### Floorplan with the power grid, run 1

Pins as bars on the die edge. Tap cells in gray.
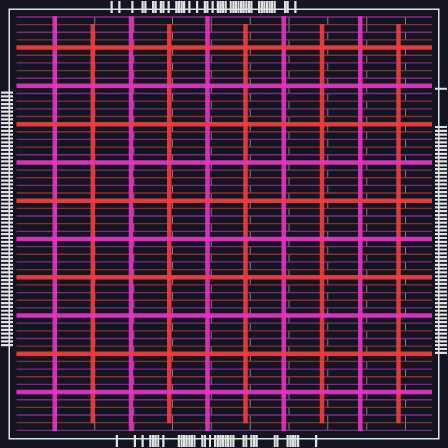
### Sequential cells colored by netlist name, run 1

Other sequential cells in the stronger gray, the rest of the logic in the fainter gray.
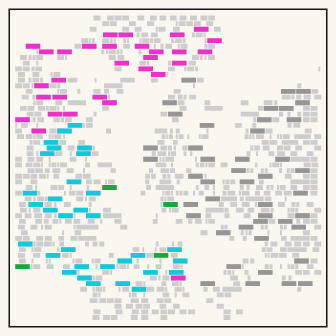
### Placement by cell class, run 1

Scale bar: 50 um.
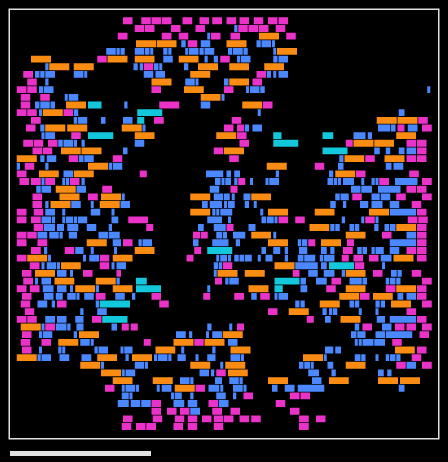
### Clock distribution, run 1

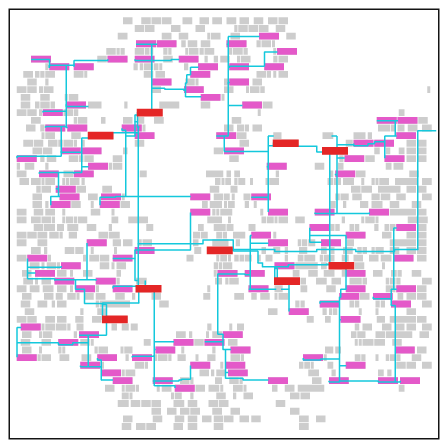
$ cat config.mk
export PLATFORM = sky130hd
export DESIGN_NAME = lsu_bus_if
export DESIGN_NICKNAME = d
export VERILOG_FILES = /design/src/rtl/lsu_bus_if.sv
export SDC_FILE = /design/constraint.sdc
export NUM_CORES = 1
export LEC_CHECK = 0
export CAP_MARGIN = 20
export CORE_MARGIN = 2
export CORE_UTILIZATION = 25
export DETAILED_ROUTE_END_ITERATION = 10
export PLACE_DENSITY = 0.59
export REMOVE_ABC_BUFFERS = 1
export SYNTH_ARGS = -nofsm -noshare
export SYNTH_HDL_FRONTEND = slang
export SYNTH_SLANG_ARGS = --single-unit
$ cat constraint.sdc
create_clock -name clk -period 2.5 [get_ports clk]
set_input_delay 0.25 -clock clk [delete_from_list [all_inputs] [get_ports clk]]
set_output_delay 0.25 -clock clk [all_outputs]
set_load 0.03 [all_outputs]
$ cat src/rtl/lsu_bus_if.sv
// lsu_bus_if: load/store unit driving the master0 port of the system-bus arbiter.
// Accepts one load/store at a time from execute. Each access becomes one or two word-aligned
// bus beats with byte-lane masks and lane-shifted write data. Load data is reassembled,
// aligned and sign/zero-extended.
//
// Optional feature macro: MISALIGN_SPLIT_EN
//   defined   - word-crossing accesses are split into two beats (BEAT1/RD1 built)
//   undefined - word-crossing accesses end with an error and issue no bus beat
//
// Ports:
//   clk, rst                    clock, synchronous active-low reset
//   ex_req/we/size/unsigned     request from execute, sampled only while idle
//   ex_addr, ex_wdata           byte address, right-justified store data
//   lsu_busy_o                  combinational, high whenever not idle
//   lsu_done_o, lsu_err_o       one-cycle completion / error pulses
//   lsu_rdata_o                 aligned, extended load data, held until the next load completes
//   m_re_o, m_we_o, m_addr_o    registered bus request and word-aligned beat address
//   m_byte_mask_o, m_wdata_o    active byte lanes and lane-shifted write data
//   m_gnt, m_rdata              grant for the current beat; read data the cycle after grant
module lsu_bus_if #(
  parameter int unsigned ADDR_W = 32
) (
  input  logic              clk,
  input  logic              rst,
  input  logic              ex_req,
  input  logic              ex_we,
  input  logic [1:0]        ex_size,
  input  logic              ex_unsigned,
  input  logic [ADDR_W-1:0] ex_addr,
  input  logic [31:0]       ex_wdata,
  output logic              lsu_busy_o,
  output logic              lsu_done_o,
  output logic              lsu_err_o,
  output logic [31:0]       lsu_rdata_o,
  output logic              m_re_o,
  output logic              m_we_o,
  output logic [ADDR_W-1:0] m_addr_o,
  output logic [3:0]        m_byte_mask_o,
  output logic [31:0]       m_wdata_o,
  input  logic              m_gnt,
  input  logic [31:0]       m_rdata
);

`ifdef MISALIGN_SPLIT_EN
  typedef enum logic [2:0] {StIdle, StBeat0, StRd0, StBeat1, StRd1, StDone} state_e;
`else
  typedef enum logic [2:0] {StIdle, StBeat0, StRd0, StDone} state_e;
`endif

  state_e      state_q;
  logic        we_q, uns_q;
  logic [1:0]  size_q, k_q;
`ifdef MISALIGN_SPLIT_EN
  logic              split_q;
  logic [ADDR_W-1:0] addr1_q;
  logic [3:0]        mask1_q;
  logic [31:0]       wdata1_q;
  logic [31:0]       buf0_q;
  logic [3:0]        mask1;
  logic [31:0]       wdata1;
`endif

  logic [3:0]  base_mask, mask0;
  logic [31:0] wdata0;
  logic        crossing, req_err;

  assign lsu_busy_o = (state_q != StIdle);

  // Beat lanes are derived straight from the incoming request so they can be registered
  // on the accepting edge; second-beat lanes are precomputed and held until needed.
  always_comb begin
    case (ex_size)
      2'd0:    base_mask = 4'b0001;
      2'd1:    base_mask = 4'b0011;
      default: base_mask = 4'b1111;
    endcase
    mask0    = base_mask << ex_addr[1:0];
    wdata0   = ex_wdata << {ex_addr[1:0], 3'b000};
    crossing = ((ex_size == 2'd1) && (ex_addr[1:0] == 2'd3)) ||
               ((ex_size == 2'd2) && (ex_addr[1:0] != 2'd0));
`ifdef MISALIGN_SPLIT_EN
    req_err  = (ex_size == 2'd3);
    mask1    = (ex_size == 2'd2) ? (4'b1111 >> (3'd4 - {1'b0, ex_addr[1:0]})) : 4'b0001;
    wdata1   = ex_wdata >> (6'd32 - {1'b0, ex_addr[1:0], 3'b000});
`else
    req_err  = (ex_size == 2'd3) || crossing;
`endif
  end

  // Load assembly: the second beat supplies the upper word of the pair when split.
  logic [63:0] rd_pair;
  logic [31:0] rd_raw, rd_ext;

  always_comb begin
    rd_pair = {32'h0, m_rdata};
`ifdef MISALIGN_SPLIT_EN
    if (state_q == StRd1) rd_pair = {m_rdata, buf0_q};
`endif
    rd_raw = 32'(rd_pair >> {k_q, 3'b000});
    case (size_q)
      2'd0:    rd_ext = {{24{rd_raw[7] & ~uns_q}}, rd_raw[7:0]};
      2'd1:    rd_ext = {{16{rd_raw[15] & ~uns_q}}, rd_raw[15:0]};
      default: rd_ext = rd_raw;
    endcase
  end

  always_ff @(posedge clk) begin
    if (!rst) begin
      state_q       <= StIdle;
      we_q          <= 1'b0;
      uns_q         <= 1'b0;
      size_q        <= 2'd0;
      k_q           <= 2'd0;
`ifdef MISALIGN_SPLIT_EN
      split_q       <= 1'b0;
      addr1_q       <= '0;
      mask1_q       <= 4'd0;
      wdata1_q      <= 32'd0;
      buf0_q        <= 32'd0;
`endif
      m_re_o        <= 1'b0;
      m_we_o        <= 1'b0;
      m_addr_o      <= '0;
      m_byte_mask_o <= 4'd0;
      m_wdata_o     <= 32'd0;
      lsu_done_o    <= 1'b0;
      lsu_err_o     <= 1'b0;
      lsu_rdata_o   <= 32'd0;
    end else begin
      lsu_done_o <= 1'b0;
      lsu_err_o  <= 1'b0;
      unique case (state_q)
        StIdle: begin
          if (ex_req) begin
            we_q   <= ex_we;
            uns_q  <= ex_unsigned;
            size_q <= ex_size;
            k_q    <= ex_addr[1:0];
`ifdef MISALIGN_SPLIT_EN
            split_q  <= crossing;
            addr1_q  <= {ex_addr[ADDR_W-1:2], 2'b00} + ADDR_W'(4);
            mask1_q  <= mask1;
            wdata1_q <= wdata1;
`endif
            if (req_err) begin
              state_q    <= StDone;
              lsu_done_o <= 1'b1;
              lsu_err_o  <= 1'b1;
            end else begin
              state_q       <= StBeat0;
              m_re_o        <= ~ex_we;
              m_we_o        <= ex_we;
              m_addr_o      <= {ex_addr[ADDR_W-1:2], 2'b00};
              m_byte_mask_o <= mask0;
              m_wdata_o     <= wdata0;
            end
          end
        end
        StBeat0: begin
          if (m_gnt) begin
            m_re_o        <= 1'b0;
            m_we_o        <= 1'b0;
            m_addr_o      <= '0;
            m_byte_mask_o <= 4'd0;
            m_wdata_o     <= 32'd0;
            if (!we_q) begin
              state_q <= StRd0;
`ifdef MISALIGN_SPLIT_EN
            end else if (split_q) begin
              state_q       <= StBeat1;
              m_we_o        <= 1'b1;
              m_addr_o      <= addr1_q;
              m_byte_mask_o <= mask1_q;
              m_wdata_o     <= wdata1_q;
`endif
            end else begin
              state_q    <= StDone;
              lsu_done_o <= 1'b1;
            end
          end
        end
        StRd0: begin
`ifdef MISALIGN_SPLIT_EN
          buf0_q <= m_rdata;
          if (split_q) begin
            state_q       <= StBeat1;
            m_re_o        <= 1'b1;
            m_addr_o      <= addr1_q;
            m_byte_mask_o <= mask1_q;
            m_wdata_o     <= wdata1_q;
          end else begin
            state_q     <= StDone;
            lsu_done_o  <= 1'b1;
            lsu_rdata_o <= rd_ext;
          end
`else
          state_q     <= StDone;
          lsu_done_o  <= 1'b1;
          lsu_rdata_o <= rd_ext;
`endif
        end
`ifdef MISALIGN_SPLIT_EN
        StBeat1: begin
          if (m_gnt) begin
            m_re_o        <= 1'b0;
            m_we_o        <= 1'b0;
            m_addr_o      <= '0;
            m_byte_mask_o <= 4'd0;
            m_wdata_o     <= 32'd0;
            if (!we_q) begin
              state_q <= StRd1;
            end else begin
              state_q    <= StDone;
              lsu_done_o <= 1'b1;
            end
          end
        end
        StRd1: begin
          state_q     <= StDone;
          lsu_done_o  <= 1'b1;
          lsu_rdata_o <= rd_ext;
        end
`endif
        StDone:  state_q <= StIdle;
        default: state_q <= StIdle;
      endcase
    end
  end

endmodule
==> run summary, run 1 <==
The following summarizes the physical implementation.

Yosys
The flop and latch count out of synthesis is 110. Summed over all instances, the cell type with the most area after synthesis is sky130_fd_sc_hd__dfxtp_1. The count of library flops with an enable pin is 0.

Dividing the synthesized area by the synthesized cell count gives 9.21 sq um. The synthesized netlist contains 40 unique library cells. The sequential-to-total area share from yosys stat is 40.2%. The dominant cell by count in the synthesized netlist is sky130_fd_sc_hd__nand2_1.

The cell count after synthesis came out at 595. Yosys printed 0 warnings.

Timing
In the final report, the number of endpoints failing setup comes to 0. In the final report, the number of hold violations comes to 0. Setup total negative slack on the finished layout was measured at 0 ps. Setup repair after global routing left no endpoint under its margin. The maximum operating frequency is 467 MHz.

The clock period could shrink to 2140 ps. Looking at the max-slew report, the worst-margin pin has a slew of 735 ps.

Place
At the end of routability-driven placement, the weighted congestion stood at 0.787. The detailed placer's ending HPWL is 12,000 um.

Setup path
The most critical setup path has its endpoint at m_wdata_o[11]. Walking the worst path, the cells encountered are inv_1 -> ha_1 -> inv_1 -> buf_4 -> a211o_4 -> buf_4 -> mux2i_1. The arrival time of the worst setup path is 2430 ps. The worst-case reg-to-reg path depth is 7. The number of buffers and inverters on the critical path is 4. In this design, the stage delay of the slowest critical-path cell is 390 ps.

The internal reg-to-reg setup slack is 360 ps. Max fanout on the critical path was recorded as 31. The kind of end point of the critical path is a flip-flop. The critical path is of the reg -> reg type. The critical path startpoint category is a flip-flop.

GRT
Global routing consumed, over all layers together, 14.2% of the routing resources. The maximum number of pins on one net before global-route repair is 35. The initial antenna violation count came to 2. Routing resource usage on met2 recorded by global route was 23.0%. Global route summary, busiest routing layer listed as met2. The global-route track usage on met3 is 5.22%. The via count of the first global-routing pass was 4,907. The global routing report lists met1 layer usage as 17.9%.

Clock tree
In this run, CTS created clock tree buffers numbering 9. The root buffer cell is sky130_fd_sc_hd__clkbuf_16. Buffers added to address setup during post-CTS repair amount to 0. The clock passes through at most 2 buffers. Hold repair after CTS inserted 0 buffers. The cell resize tally after clock tree synthesis is 0. The count of clock tree sinks is 110.

Final layout
The number of fill cells in the layout is 2,169. The leading cell type in the layout, fill and taps excluded is sky130_fd_sc_hd__clkdlybuf4s50_1. Once layout is done, the placed cells without fillers occupy 0.00812 sq mm. According to the finish report, the design has a final net count of 889.

The fraction of layout instances using a drive strength above 1 is 9.54%.

Hold path
The endpoint of the worst hold path is reported as k_q[0]. In this run the worst hold path is classified as in -> reg. In this run the most critical hold path is launched from ex_addr[0].

The instance count along the most critical hold path is 3.

Detailed routing
The via count normalized by instance count is 4.57. The average wire length per cell after detail routing is 15.5 um. In the routed design, unresolved DRC markers number 0.

Floorplanning
The floorplan has 54 rows.

Run status
The run finished with clean final reports.
Notes on 'Floorplan with the power grid' above:
Key: red = VDD; magenta = VSS
280 tap cells. 55 met1 rails follow the rows.
floorplan die width: 152 um
VDD IR max: 399 uV
core area: 0.0217 sq mm

Notes on 'Sequential cells colored by netlist name' above:
Key: cyan = m_wdata_o [flops 32]; magenta = m_addr_o [flops 30]; green = m_byte_mask_o [flops 4]

Notes on 'Placement by cell class' above:
Key: cyan = clock drivers and dummy loads [cells 16]; magenta = remaining buffers and delay cells [cells 230]; orange = registers [cells 110]; blue = remaining logic cells [cells 430]

Notes on 'Clock distribution' above:
Key: magenta = flip-flops [count 110]; cyan = clock wires [length 1,610 um]; red = clock-net drivers [count 9]
Position of the flops: spread over the die.
Skew-Pair Late Insertion Delay: 360 ps
Clock net power: 1550 uW
Max Clock Skew: 10.3 ps
Clock power frac: 18.9%

run 1: kinds of logic after synthesis:
logic type                 synth area share [%]
adders and majority gates                 0.913
buffers and inverters                      6.09
and+or+nand+nor                            15.8
DFF                                        40.2
AOI/OAI and AO/OA                          11.2
other                                    0.0684
muxes                                      25.8
run 1: layout make-up:
class | count | area, sq um | share of cell area [%]
Clock inverter | 6 | 77.6 | 0.956
Clock buffer | 10 | 239 | 2.94
Multi-Input combinational cell | 423 | 2960 | 36.5
Tap cell | 280 | 350 | 4.32
Sequential cell | 110 | 2200 | 27.1
Timing Repair Buffer | 230 | 2260 | 27.8
Antenna cell | 1 | 2.50 | 0.0308
Inverter | 7 | 26.3 | 0.324
run 1: stage by stage:
stage	setup WS, ps	power (uW)	hold slack (ps)	utilization [%]	instances
3_3_place_gp	316	6700	442	36.0	1050
2_1_floorplan	-1280	4990	372	-	540
3_5_place_dp	246	6720	451	36.0	1050
5_1_grt	176	8660	242	37.4	1066
6_report	359	8200	223	37.4	1067
4_1_cts	315	8320	207	37.4	1066
run 1: registers in the layout, indices dropped and copies added, names as in the netlist:
| signal | cells |
|---|---|
| lsu_err_o | 1 |
| state_q | 2 |
| m_wdata_o | 32 |
| we_q | 1 |
| lsu_rdata_o | 32 |
| uns_q | 1 |
| size_q | 2 |
| m_re_o | 1 |
| lsu_done_o | 1 |
| m_we_o | 1 |
| k_q | 2 |
| m_byte_mask_o | 4 |
| m_addr_o | 30 |
run 1: layer usage:
metal / vias to the layer above / wire length (um)
met2: 159 / 7360
met1: 2254 / 7740
met4: 0 / 270
met5: - / 0
li1: 2444 / -
met3: 15 / 1220
run 1: power by group:
part           leakage (uW)  switching [uW]  internal (uW)
clock              0.000153             727            826
sequential         0.000898             285           2250
combinational       0.00213            2330           1780
==> run 2, diff against run 1 <==
Settings changed: CORE_ASPECT_RATIO set to 1.5.
==> run summary, run 2 <==
The following summarizes the physical implementation.

Clock tree
The CTS report gives the tree buffer count as 9. The maximum buffer depth of the clock tree is 2. In this run, post-CTS hold repair placed 0 buffers. The count of clock tree sinks is 110.

Per the skew report, the later register of the worst-skew pair sees a clock latency of 350 ps. The cell resize tally after clock tree synthesis is 0. Per the CTS log, the root buffer master is sky130_fd_sc_hd__clkbuf_16. The number of setup buffers added after CTS is 0.

Yosys
The prevailing logic family in the synthesized netlist is multiplexers. Counting flops with a built-in enable in the synthesized netlist gives 0. Of the total synthesized cell area, the portion taken by XOR and XNOR cells is 0%.

For reference, full adder, half adder and majority cells occupy 0.913% of the area reported after synthesis. The average instance area after synthesis is 9.21 sq um. Summing the areas of all and, or, nand and nor instances in the mapped netlist gives 15.8% of the synthesized area.

The number of instances in the synthesized netlist is 595. The largest total area in the synthesized netlist belongs to sky130_fd_sc_hd__dfxtp_1. The compound-cell area share of the yosys netlist is 11.2%. Among all cell types in the netlist, the one instantiated most often is sky130_fd_sc_hd__nand2_1. The count of synthesis-stage warnings from yosys is 0. The fraction of synthesized area in multiplexers is 25.8%. The share of the Yosys chip area taken by registers is 40.2%.

Place
The detailed placer's ending HPWL is 12,300 um. The routability congestion estimate is 0.745. The cell count after placement is 1,042.

Final layout
The area taken by flip-flops and latches is 0.00220 sq mm. The non-clock inverters instantiated in the layout total 7. The design has 110 sequential cells. For this run, the post-layout net count is 889.

The fraction of cell area in non-clock buffers is 27.7%. The non-filler instance count after layout is 1,058. The leading cell type in the layout, fill and taps excluded is sky130_fd_sc_hd__clkdlybuf4s50_1. Leaving out buffers and inverters, the combinational logic in the layout accounts for 0.00296 sq mm.

The count of clock-net buffers in the final layout is 9. At the end of the flow the core is filled with cells to 37.3%. The number of combinational gates with multiple inputs is 423. Across the whole layout, multi-input logic makes up 36.7% of the cell area.

Power
The final power report lists total power as 8100 uW. The worst voltage drop across the vdd grid is 400 uV.

Detailed routing
After detailed routing, the number of vias per cell comes to 4.63.

Timing
Setup violations remaining at the end of the flow were counted as 0. The number of hold-slack violations in the final timing report is 0. For the finished layout, the period the worst path requires is 2270 ps.

Setup repair after global routing left no endpoint under its margin.

GRT
The maximum number of pins on one net before global-route repair is 46. The global-route track usage on met3 is 3.47%. The initial antenna violation count is 1. The via count of the first global-routing pass came to 4,823. Global routing consumed, over all layers together, 14.4% of the routing resources.

Floorplanning
The tap cell instance count is 272. The floorplan die width is 125 um. The number of placement rows is 66. According to the floorplan report, the placeable core area is 0.0216 sq mm.

Setup path
The worst register-to-register path has a setup slack of 290 ps. On the critical path the data arrives at 2020 ps. The critical path startpoint category is a flip-flop.

The highest fanout seen on the critical path is 10. In this run the worst setup path terminates at lsu_busy_o. The worst setup path is captured at an output pin.

Run status
The flow ran to the end, and the final reports show no timing, DRC or antenna violations.

Hold path
The worst hold path belongs to the class in -> reg.
run 2: worst min path at each step:
stage / startpoint / cells after the start / to
6_report: ex_addr[0] / 3 / k_q[0]
5_1_grt: ex_addr[0] / 3 / k_q[0]
4_1_cts: ex_addr[0] / 3 / k_q[0]
3_5_place_dp: m_addr_o[6] / 2 / m_addr_o[6]
3_3_place_gp: m_addr_o[5] / 2 / m_addr_o[5]
2_1_floorplan: rst / 1 / lsu_rdata_o[7]
run 2: cells by family after synthesis:
| family | count (synthesis) |
|---|---|
| buf+inv | 63 |
| mux | 127 |
| other cells | 1 |
| compound gates | 90 |
| simple gates | 200 |
| fa+ha+maj | 4 |
| flops | 110 |
run 2: layer usage:
layer,vias up,part of all wire [%]
li1,2446,-
met1,2288,43
met2,145,49
met3,21,5.6
met4,0,2.1
met5,-,0
run 2: per-stage QoR:
| step | setup TNS (ps) | instance area [sq um] | setup slack (ps) |
|---|---|---|---|
| after detailed placement | 0 | 7760 | 295 |
| final | 0 | 8060 | 232 |
| after global routing | 0 | 8060 | 123 |
| after global placement | 0 | 7760 | 353 |
| after floorplan | -87270 | 5180 | -1280 |
| after CTS | 0 | 8060 | 202 |
run 2: worst max-delay path, stage by stage (launching register included):
cell and delay, ps:
sky130_fd_sc_hd__dfxtp_1 380, sky130_fd_sc_hd__inv_1 80, sky130_fd_sc_hd__ha_1 330, sky130_fd_sc_hd__inv_2 140, sky130_fd_sc_hd__clkdlybuf4s50_1 720
run 2: report_power, final:
group	total [uW]	leakage, uW	switching (uW)	internal [uW]
Combinational	4090	0.00212	2340	1750
Sequential	2520	0.000898	270	2250
Clock	1490	0.000144	706	784
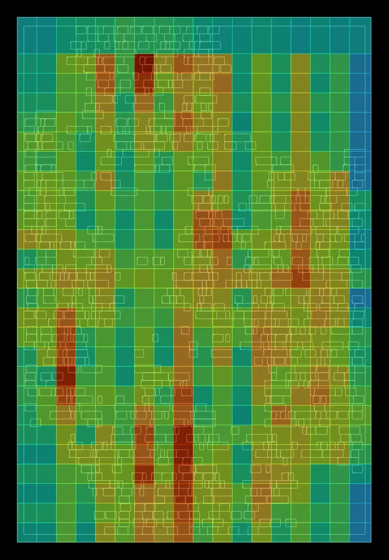
*Track usage over the die, run 2*
met1 capacity usage during global routing: 17.4%
most congested layer reported by global routing: met2

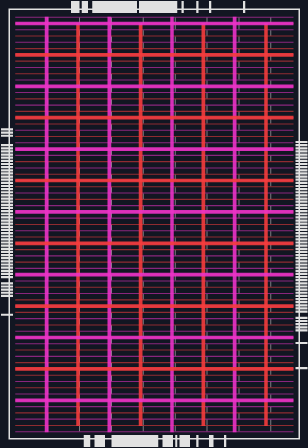
*Floorplan with the power grid, run 2*
Pins as bars on the die edge. Tap cells in gray.
Key: magenta = VSS; red = VDD
209 signal pins sit on the boundary. The core has 66 rows. 13 straps on met5. 67 met1 rails follow the rows. 8 straps on met4.

==> run 3, diff against run 2 <==
Settings changed: CAP_MARGIN 20 to unset.
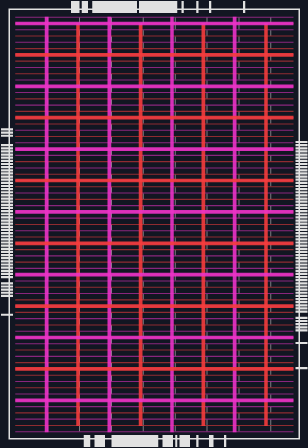
*Floorplan with the power grid, run 3*
Pins as bars on the die edge. Tap cells in gray.
Key: magenta = VSS; red = VDD
67 met1 rails follow the rows. 272 tap cells.
VDD IR max: 400 uV
overall die height: 185 um

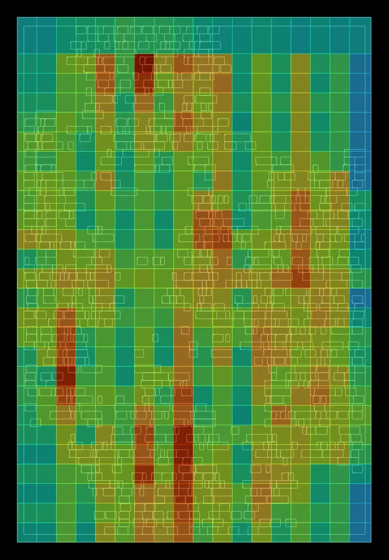
*Track usage over the die, run 3*
final core occ: 37.3%
drt wl/cell: 16.2 um
met3 GRT Util: 3.47%
GR met2 Demand/Resource: 24.9%

==> run summary, run 3 <==
The following summarizes the physical implementation.

Setup path
The kind of end point of the critical path is an output pin. The stage delay of the slowest cell on the critical path is 720 ps. All stages included, the depth of the critical timing path comes to 4. The timing report notes that buffer and inverter cells on the critical path total 3. Traced cell by cell, the critical path runs through inv_1 -> ha_1 -> inv_2 -> clkdlybuf4s50_1. Grouping stages by cell kind, the critical path spends the most delay in buffers and inverters. The required time reported for the critical path endpoint is 2250 ps. Data on the critical path arrives at its endpoint at 2020 ps.

The category of the most critical setup path is reg -> out. The critical path startpoint category is a flip-flop. Per the STA report, the cell with the highest stage delay on the worst path is sky130_fd_sc_hd__clkdlybuf4s50_1. The number of cells on the worst reg-to-reg path is 7. The highest fanout seen on the critical path is 10.

Yosys
The synthesized netlist devotes 15.8% of its cell area to simple gates. The prevailing logic family in the synthesized netlist is multiplexers. Summing all multiplexer cells gives an area fraction of 25.8%. Warnings reported by Yosys during synthesis add up to 0. The sequential-to-total area share from yosys stat is 40.2%. The share of the synthesized netlist area taken by xor and xnor gates is 0%. Counting flops with a built-in enable in the synthesized netlist gives 0.

The synthesized-area fraction occupied by adder cells is 0.913%. The commonest cells after synthesis are sky130_fd_sc_hd__nand2_1, sky130_fd_sc_hd__dfxtp_1, sky130_fd_sc_hd__mux2i_1, sky130_fd_sc_hd__nand3_1, sky130_fd_sc_hd__clkbuf_1. The number of different library cells used by synthesis comes to 40. Dividing the synthesized area by the synthesized cell count gives 9.21 sq um. The compound-cell area share of the yosys netlist is 11.2%. The synthesized design contains 110 register bits. The dominant cell by count in the synthesized netlist is sky130_fd_sc_hd__nand2_1. The area share of the leading cell type in the synthesized netlist is 40.2%. The dominant cell type by area after synthesis is sky130_fd_sc_hd__dfxtp_1. The number of instances in the synthesized netlist is 595.

Timing
The part of the cycle the worst path needs is 90.7%. The maximum operating frequency is 441 MHz. The minimum clock period after layout is 2270 ps. The post-route worst setup slack is 232 ps. Per the final report, max-transition violations number 0. Setup repair after global routing left no endpoint under its margin. On the final layout, the worst clock skew is 5.72 ps. The number of hold-slack violations in the final timing report is 0.

Hold timing on the final database bottoms out at a slack of 231 ps. The setup-violating endpoint count in the final report is 0. The total negative slack is 0 ps.

Looking at the max-slew report, the worst-margin pin has a slew of 741 ps.

Hold path
The worst hold path passes through 3 cells. In this run the worst hold path is classified as in -> reg.

Detailed routing
The via count normalized by instance count is 4.63. The sum of routed wire segments on met1 is 7390 um. The detailed router reports a met3 wire length of 962 um. The script parses the final routing iteration and logs DRC violations as 0.

Wires add up to 17,200 um. Per the detail_route log, the uppermost layer with routed signals is met4. The sum of met2 wire segment lengths after detailed routing is 8450 um.

Clock tree
The root buffer cell is sky130_fd_sc_hd__clkbuf_16. The worst-skew pair later-pin latency is 350 ps. Once the clock tree was built, the setup fixing pass inserted 0 buffers.

Post-CTS repair ended up resizing 0 cells. Buffers inserted to repair hold after CTS numbered 0. The H-tree was split into 3 levels.

Counting along the longest clock path gives a buffer depth of 2. The number of clock buffers added by TritonCTS is 9. Counting every sink on the clock net gives 110.

Place
The detailed placer's ending HPWL is 12,300 um. Prior to clock tree synthesis, the placed netlist has a worst setup slack of 295 ps. The cell count after placement is 1,042. Per the gpl log, the routability congestion estimate is 0.745. The area of placed instances is 0.00776 sq mm.

Final layout
The area taken by flip-flops and latches is 0.00220 sq mm. The fraction of layout instances using a drive strength above 1 is 9.43%. The leading cell type in the layout, fill and taps excluded is sky130_fd_sc_hd__clkdlybuf4s50_1. The count of cells in the finished layout, fillers not included, comes to 1,058. The logic area is 0.00296 sq mm. The most common logic cells in the final layout are sky130_fd_sc_hd__clkdlybuf4s50_1, sky130_fd_sc_hd__nand2_1, sky130_fd_sc_hd__dfxtp_1. The final instance area is 0.00806 sq mm. The number of fill cells in the layout is 2,246. After the last flow step, the layout net total stands at 889. The largest registers in the layout are lsu_rdata_o x32, m_wdata_o x32, m_addr_o x30. The area growth from synthesis to final layout is 47.1%.

GRT
Entering global routing, the biggest net connects 46 pins. The initial antenna violation count was 1. The via count of the first global-routing pass is 4,823. Global routing finished with a remaining overflow of 0. Global routing used 14.4% of the available tracks.

Floorplanning
The area of the core is 0.0216 sq mm. The initialized floorplan defines 66 standard-cell rows. The floorplan die width is 125 um.

The floorplan utilization is 25.3%.

Run
The tally of OpenROAD warnings is 28. The report counts max-capacitance violations totalling 0.

Power
The leakage power is 0.00316 uW. The overall power after layout is 8100 uW.

Run status
The flow ran to the end, and the final reports show no timing, DRC or antenna violations.
-- run 3: cell counts after synthesis --
Identical to the previous run, type by type.
-- run 3: area by class of cell --
| class | instances | area share, % |
|---|---|---|
| multi-input cells | 423 | 36.7 |
| inverters | 7 | 0.326 |
| repair buffers | 230 | 27.7 |
| clock buffers | 9 | 2.79 |
| clock inverters | 6 | 0.885 |
| flip-flops and latches | 110 | 27.3 |
| well taps | 272 | 4.22 |
| diodes | 1 | 0.0310 |
-- run 3: metal layers --
| metal | track usage, % | vias to the layer above |
|---|---|---|
| met5 | 0 | - |
| met4 | 4.98 | 0 |
| met3 | 3.47 | 21 |
| met2 | 24.9 | 145 |
| met1 | 17.4 | 2288 |
| li1 | - | 2446 |
-- run 3: worst paths after layout --
kind / from / endpoint / slack, ps
setup / recovery: state_q[0] / lsu_busy_o / 230
hold / removal: ex_addr[0] / k_q[0] / 230
setup reg to reg: state_q[0] / m_addr_o[7] / 290
hold reg to reg: m_wdata_o[0] / m_wdata_o[0] / 460
-- run 3: kinds of logic (layout without fill, tap and decap cells) --
| family | count (synthesis) | count (layout) |
|---|---|---|
| AND-OR/OR-AND | 90 | 90 |
| adder cells (fa/ha/maj) | 4 | 4 |
| buffers and inverters | 63 | 252 |
| flip-flops | 110 | 110 |
| multiplexers | 127 | 127 |
| other | 1 | 3 |
| AND/OR/NAND/NOR | 200 | 200 |
-- run 3: worst min-delay path: stages --
cell,delay (ps)
sky130_fd_sc_hd__buf_2,140
sky130_fd_sc_hd__nand3_1,80
sky130_fd_sc_hd__a21boi_0,70
-- run 3: power by group --
part           leakage (uW)  total (uW)  switching (uW)  internal (uW)
clock network      0.000144        1490             706            784
registers          0.000898        2520             270           2250
logic               0.00212        4090            2340           1750
total               0.00316        8100            3320           4780
No activity file was given, so power comes from the tool's default toggle rates.
